<file path="config.mk">
export PLATFORM = sky130hd
export DESIGN_NAME = bram_port_arbiter
export DESIGN_NICKNAME = d
export VERILOG_FILES = /design/src/rtl/bram_port_arbiter.sv
export SDC_FILE = /design/constraint.sdc
export NUM_CORES = 1
export LEC_CHECK = 0
export ABC_AREA = 1
export CAP_MARGIN = 20
export CORE_MARGIN = 1
export CORE_UTILIZATION = 42
export CTS_BUF_LIST = sky130_fd_sc_hd__clkbuf_8
export DETAILED_ROUTE_END_ITERATION = 8
export HOLD_SLACK_MARGIN = 0.15
export PLACE_DENSITY = 0.87
export REMOVE_ABC_BUFFERS = 1
export SETUP_SLACK_MARGIN = 0.1
export SYNTH_ARGS = -nofsm -noshare
export SYNTH_HDL_FRONTEND = slang
export SYNTH_SLANG_ARGS = --single-unit
</file>
<file path="constraint.sdc">
create_clock -name clk -period 2.5 [get_ports clk]
set_input_delay 0.5 -clock clk [delete_from_list [all_inputs] [get_ports clk]]
set_output_delay 0.5 -clock clk [all_outputs]
set_load 0.01 [all_outputs]
</file>
<file path="src/rtl/bram_port_arbiter.sv">
// ---------------------------------------------------------------------------
// bram_port_arbiter
//
// Shares the single EBR block-array port between two requesters: the UART
// host controller (requester 0, "h") and an auxiliary on-chip engine
// (requester 1, "a"). Accesses are serialised. Fairness is round-robin, and
// a requester may keep ownership through a bounded burst of locked grants.
// Read data comes back to the owning requester with a one-cycle valid pulse.
//
// Ports
//   clk, reset         system clock, synchronous active-high reset
//   h_req / a_req      request, held with a stable command until gnt
//   h_lock / a_lock    keep ownership for the next access
//   h_we / a_we        1 = write, 0 = read
//   h_sel / a_sel      EBR block select
//   h_addr / a_addr    word address within the EBR
//   h_wdata / a_wdata  write data
//   h_gnt / a_gnt      one-cycle pulse: command issued to memory this cycle
//   h_rvalid/a_rvalid  one-cycle pulse: registered rdata is valid
//   h_rdata / a_rdata  registered read data per requester
//   mem_select, mem_addr, write_data  registered command to the EBR mux
//   rd_en / wr_en      memory strobes, high only during the ACCESS cycle
//   mem_out            EBR read data, valid the cycle after rd_en
//   busy               high whenever the arbiter is not idle
// ---------------------------------------------------------------------------
module bram_port_arbiter #(
    parameter int MEM_SELECT_BITS = 4,
    parameter int ADDR_BITS       = 8,
    parameter int DATA_BITS       = 16,
    parameter int MAX_BURST       = 16
) (
    input  logic                       clk,
    input  logic                       reset,
    input  logic                       h_req,
    input  logic                       h_lock,
    input  logic                       h_we,
    input  logic [MEM_SELECT_BITS-1:0] h_sel,
    input  logic [ADDR_BITS-1:0]       h_addr,
    input  logic [DATA_BITS-1:0]       h_wdata,
    output logic                       h_gnt,
    output logic                       h_rvalid,
    output logic [DATA_BITS-1:0]       h_rdata,
    input  logic                       a_req,
    input  logic                       a_lock,
    input  logic                       a_we,
    input  logic [MEM_SELECT_BITS-1:0] a_sel,
    input  logic [ADDR_BITS-1:0]       a_addr,
    input  logic [DATA_BITS-1:0]       a_wdata,
    output logic                       a_gnt,
    output logic                       a_rvalid,
    output logic [DATA_BITS-1:0]       a_rdata,
    output logic [MEM_SELECT_BITS-1:0] mem_select,
    output logic [ADDR_BITS-1:0]       mem_addr,
    output logic [DATA_BITS-1:0]       write_data,
    output logic                       rd_en,
    output logic                       wr_en,
    input  logic [DATA_BITS-1:0]       mem_out,
    output logic                       busy
);

    typedef enum logic [1:0] {
        IDLE    = 2'd0,
        ACCESS  = 2'd1,
        RD_WAIT = 2'd2
    } state_t;

    localparam logic [7:0] BURST_LIMIT = 8'(MAX_BURST);

    state_t     state;
    state_t     state_next;
    logic       accept;
    logic       winner;
    logic       owner;
    logic       owner_we;
    logic       owner_lock;
    logic       last_owner;
    logic       lock_valid;
    logic       lock_owner;
    logic [7:0] burst_cnt;

    // Pick who wins the port if we accept this cycle. A lone requester always
    // wins; with both requesting, an unexhausted lock keeps the current owner,
    // otherwise the port goes to whoever did not have it last.
    always_comb begin
        accept = (state == IDLE) && (h_req || a_req);
        winner = 1'b0;
        if (h_req && !a_req) begin
            winner = 1'b0;
        end else if (!h_req && a_req) begin
            winner = 1'b1;
        end else if (lock_valid && (burst_cnt < BURST_LIMIT)) begin
            winner = lock_owner;
        end else begin
            winner = !last_owner;
        end
    end

    // Next-state logic. ACCESS and RD_WAIT are single cycles; only IDLE can
    // accept, which gives the granted requester its gnt cycle to line up its
    // next command.
    always_comb begin
        state_next = state;
        case (state)
            IDLE:    if (accept) state_next = ACCESS;
            ACCESS:  state_next = owner_we ? IDLE : RD_WAIT;
            RD_WAIT: state_next = IDLE;
            default: state_next = IDLE;
        endcase
    end

    // State register.
    always_ff @(posedge clk) begin
        if (reset) begin
            state <= IDLE;
        end else begin
            state <= state_next;
        end
    end

    // Datapath: command capture at acceptance, fairness bookkeeping at the
    // end of ACCESS, and read-data return at the end of RD_WAIT. Reset drops
    // any in-flight read so no stale rvalid can appear afterwards.
    always_ff @(posedge clk) begin
        if (reset) begin
            owner      <= 1'b0;
            owner_we   <= 1'b0;
            owner_lock <= 1'b0;
            last_owner <= 1'b1;
            lock_valid <= 1'b0;
            lock_owner <= 1'b0;
            burst_cnt  <= 8'd0;
            mem_select <= '0;
            mem_addr   <= '0;
            write_data <= '0;
            h_rdata    <= '0;
            a_rdata    <= '0;
            h_rvalid   <= 1'b0;
            a_rvalid   <= 1'b0;
        end else begin
            h_rvalid <= 1'b0;
            a_rvalid <= 1'b0;
            case (state)
                IDLE: begin
                    if (accept) begin
                        owner      <= winner;
                        owner_we   <= winner ? a_we    : h_we;
                        owner_lock <= winner ? a_lock  : h_lock;
                        mem_select <= winner ? a_sel   : h_sel;
                        mem_addr   <= winner ? a_addr  : h_addr;
                        write_data <= winner ? a_wdata : h_wdata;
                    end
                end
                ACCESS: begin
                    last_owner <= owner;
                    if (owner_lock) begin
                        if (lock_valid && (lock_owner == owner)) begin
                            if (burst_cnt != 8'hFF) begin
                                burst_cnt <= burst_cnt + 8'd1;
                            end
                        end else begin
                            lock_valid <= 1'b1;
                            lock_owner <= owner;
                            burst_cnt  <= 8'd1;
                        end
                    end else begin
                        lock_valid <= 1'b0;
                        burst_cnt  <= 8'd0;
                    end
                end
                RD_WAIT: begin
                    if (owner) begin
                        a_rdata  <= mem_out;
                        a_rvalid <= 1'b1;
                    end else begin
                        h_rdata  <= mem_out;
                        h_rvalid <= 1'b1;
                    end
                end
                default: begin
                end
            endcase
        end
    end

    // Grants and memory strobes are pure decodes of the ACCESS cycle.
    assign h_gnt = (state == ACCESS) && !owner;
    assign a_gnt = (state == ACCESS) && owner;
    assign wr_en = (state == ACCESS) && owner_we;
    assign rd_en = (state == ACCESS) && !owner_we;
    assign busy  = (state != IDLE);

endmodule

</file>
==> results.ini, run 1 <==
[routing]
drtIter0Drc = 140
wl_met3_um = 990
via_per_inst = 5.09
route.met2.wl_um = 4940
drtPass1Iterations = 5
drcViolationCount = 0
antenna_left = 0
routed.top_layer = met4

[power_and_ir_drop]
p_sw_uw = 958
power_leader = registers
sw_frac_of_total_pct = 29.2
seq-power_mw = 1.40
power_frac_seq_pct = 42.7
combPwrFrac_pct = 24.7

[die]
rows = 33
fp.dieH_um = 94.2
fp_util_pct = 43.4

[critical_path]
crit_start = state[0]$_SDFFE_PP0P_
crit_end = wr_en
worst-r2r-setup-slack_ps = 890
r2r-start = burst_cnt[6]$_SDFFE_PP0P_
cp_top_family = buffers and inverters
worst_setup_path_start_kind = register

[clocking]
clockBufferDepth = 2
cts-hold-fix-buffers = 0
htreeDepth = 3

[yosys]
ys_sh_simple_pct = 29.8
edf_count = 0
synth.most_common_cell = nand3_1
synthCells = 520
synth.avg_cell_area_sq_um = 6.86
xor_share_pct = 0.491
ff_type = dfxtp_1
synth-area-yosys_sq_um = 3570
mux_area_share_pct = 0
top_logic_kind = simple AND/OR/NAND/NOR gates
fa_ha_area_share_pct = 0.351

[finish]
finalInstanceArea_sq_um = 5340
largestRegisters = a_rdata: 16 flops, h_rdata: 16 flops, write_data: 16 flops
clock_area_share_pct = 4.26
comb_area_sq_um = 1550
areaGrowthSynthToFinish_pct = 49.8
lay_top_cells = clkdlybuf4s50_1, nand3_1, inv_1, dfxtp_1, nor2_1
seq-cell-share_pct = 29.2
nNonClkBuffers = 159

[sta]
rsz0062_at_grt = no
post-route-period-util_pct = 87.2
tightest_slew_ps = 368
finalSetupViolCount = 0

[grt]
overflow = 0
busiest_layer = met2
grt_start_max_net_pins = 35

[placement]
place_ws_ps = 491
place_hpwl_um = 7280
gp_congestion = 0.854

[min_path]
min_to = h_rdata[8]$_SDFFE_PP0P_
min_path_cells = 2
min_from = h_rdata[8]$_SDFFE_PP0P_

[outcome]
outcome = completed

Run 1, the metal 2 layer:
Cells faint in the background.
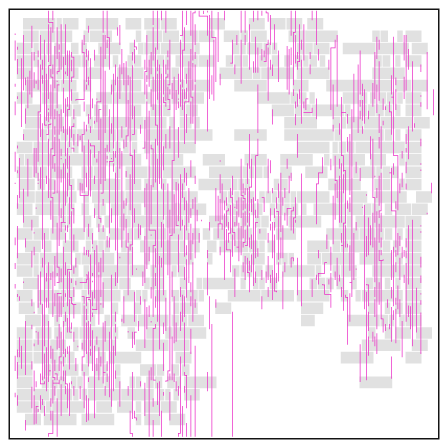
share of all routed wire: 49%
wire length on this layer: 4940 um
longest straight run: 45.2 um
met2 usage: 41.0%
Via Count: 3901
Post-Route WL: 10100 um

Run 1, routed metal, one colour a layer:
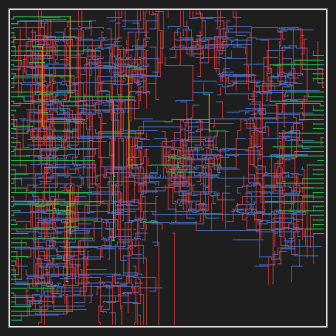
| layer | colour | wire length |
|---|---|---|
| met3 | green | 990 um |
| met2 | red | 4940 um |
| met1 | blue | 4040 um |
| met4 | orange | 166 um |
WL/cell: 13.2 um
Total Routing Usage GR: 23.0%

Run 1, the metal 3 layer:
Scale bar: 20 um. Cells faint in the background.
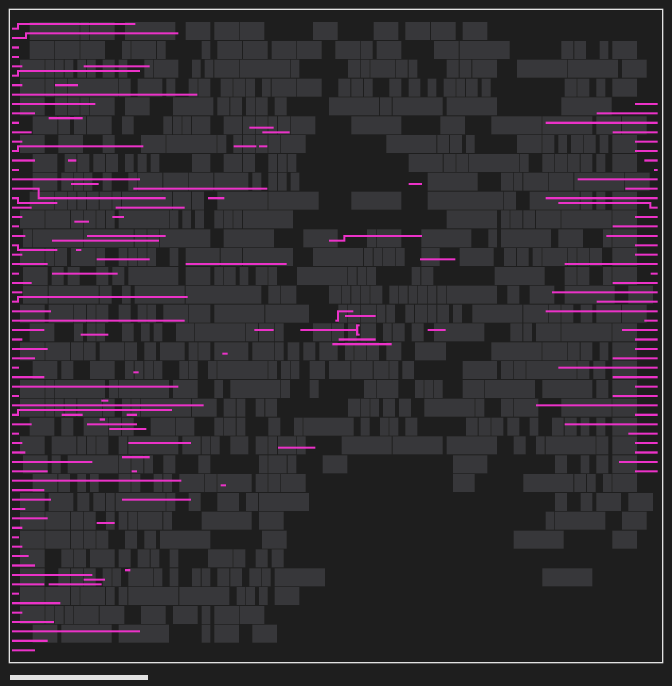
share of all routed wire: 9.8%
longest straight run: 27.4 um
main direction: horizontal
M3 GR Usage: 6.72%

Run 1, clock wires, drivers and flops:
Scale bar: 20 um.
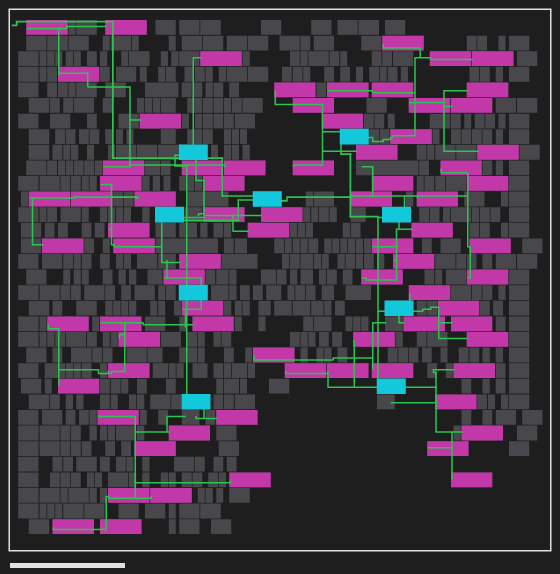
[cells driving clock nets] cyan | count: 9
[flip-flops] magenta | count: 78
[clock wires] green | length: 908 um
flops lie: spread over the die
skew final: 9.96 ps
Clk pwr share: 32.6%
clock-net power: 1.07 mW
Late-Pin Clk Latency: 350 ps

Run 1, routing congestion map:
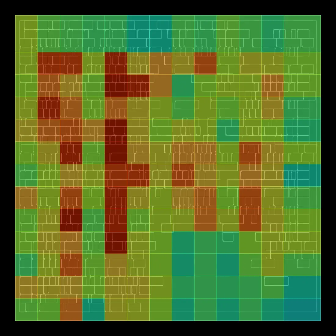

==> run 2: changes to the inputs <==
--- a/config.mk
+++ b/config.mk
@@ -8,11 +8,11 @@
 export ABC_AREA = 1
 export CAP_MARGIN = 20
 export CORE_MARGIN = 1
-export CORE_UTILIZATION = 42
+export CORE_UTILIZATION = 45
 export CTS_BUF_LIST = sky130_fd_sc_hd__clkbuf_8
 export DETAILED_ROUTE_END_ITERATION = 8
 export HOLD_SLACK_MARGIN = 0.15
-export PLACE_DENSITY = 0.87
+export PLACE_DENSITY = 0.91
 export REMOVE_ABC_BUFFERS = 1
 export SETUP_SLACK_MARGIN = 0.1
 export SYNTH_ARGS = -nofsm -noshare
Run 2, routing congestion map:
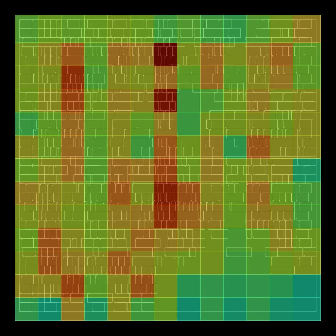
GR Util met1: 27.2%
WL/cell: 12.7 um
Total Routing Usage GR: 23.5%

==> results.ini, run 2 <==
[power_and_ir_drop]
clockPowerShare_pct = 30.8  ; -1.8 points
seq-power_mw = 1.40  ; about the same
combPwrFrac_pct = 25.1  ; +0.4 points
p_sw_uw = 949  ; -0.92%
power_leader = registers
sw_frac_of_total_pct = 30.0  ; +0.77 points

[routing]
via_per_inst = 5.06  ; -0.56%
wl_met3_um = 1010  ; +2.0%
vias = 3854  ; -1.2%
drtIter0Drc = 185  ; +32%
routed.top_layer = met4

[die]
fp_util_pct = 46.4  ; +3.0 points
rows = 32  ; -3.0%
fp.dieH_um = 91.0  ; -3.3%

[clocking]
htreeDepth = 3  ; unchanged
clockBufferDepth = 2  ; unchanged
cts-hold-fix-buffers = 0  ; unchanged

[critical_path]
r2r-start = burst_cnt[0]$_SDFFE_PP0P_
crit_end = a_gnt

[yosys]
synth.avg_cell_area_sq_um = 6.86  ; unchanged
mux_area_share_pct = 0  ; unchanged
synthCells = 520  ; unchanged
fa_ha_area_share_pct = 0.351  ; unchanged
top_logic_kind = simple AND/OR/NAND/NOR gates
ff_type = dfxtp_1

[grt]
use_met2_pct = 40.2  ; -0.85 points
use_met3_pct = 8.88  ; +2.2 points
busiest_layer = met2

[placement]
gp_congestion = 0.886  ; +3.8%
place_ws_ps = 461  ; -30.2 ps

[outcome]
outcome = completed

[finish]
lay_top_cells = clkdlybuf4s50_1, nand3_1, inv_1, dfxtp_1, nor2_1
areaGrowthSynthToFinish_pct = 48.6
nNonClkBuffers = 157  ; -1.3%
comb_area_sq_um = 1550  ; unchanged

Power and IR drop assume default switching activity.
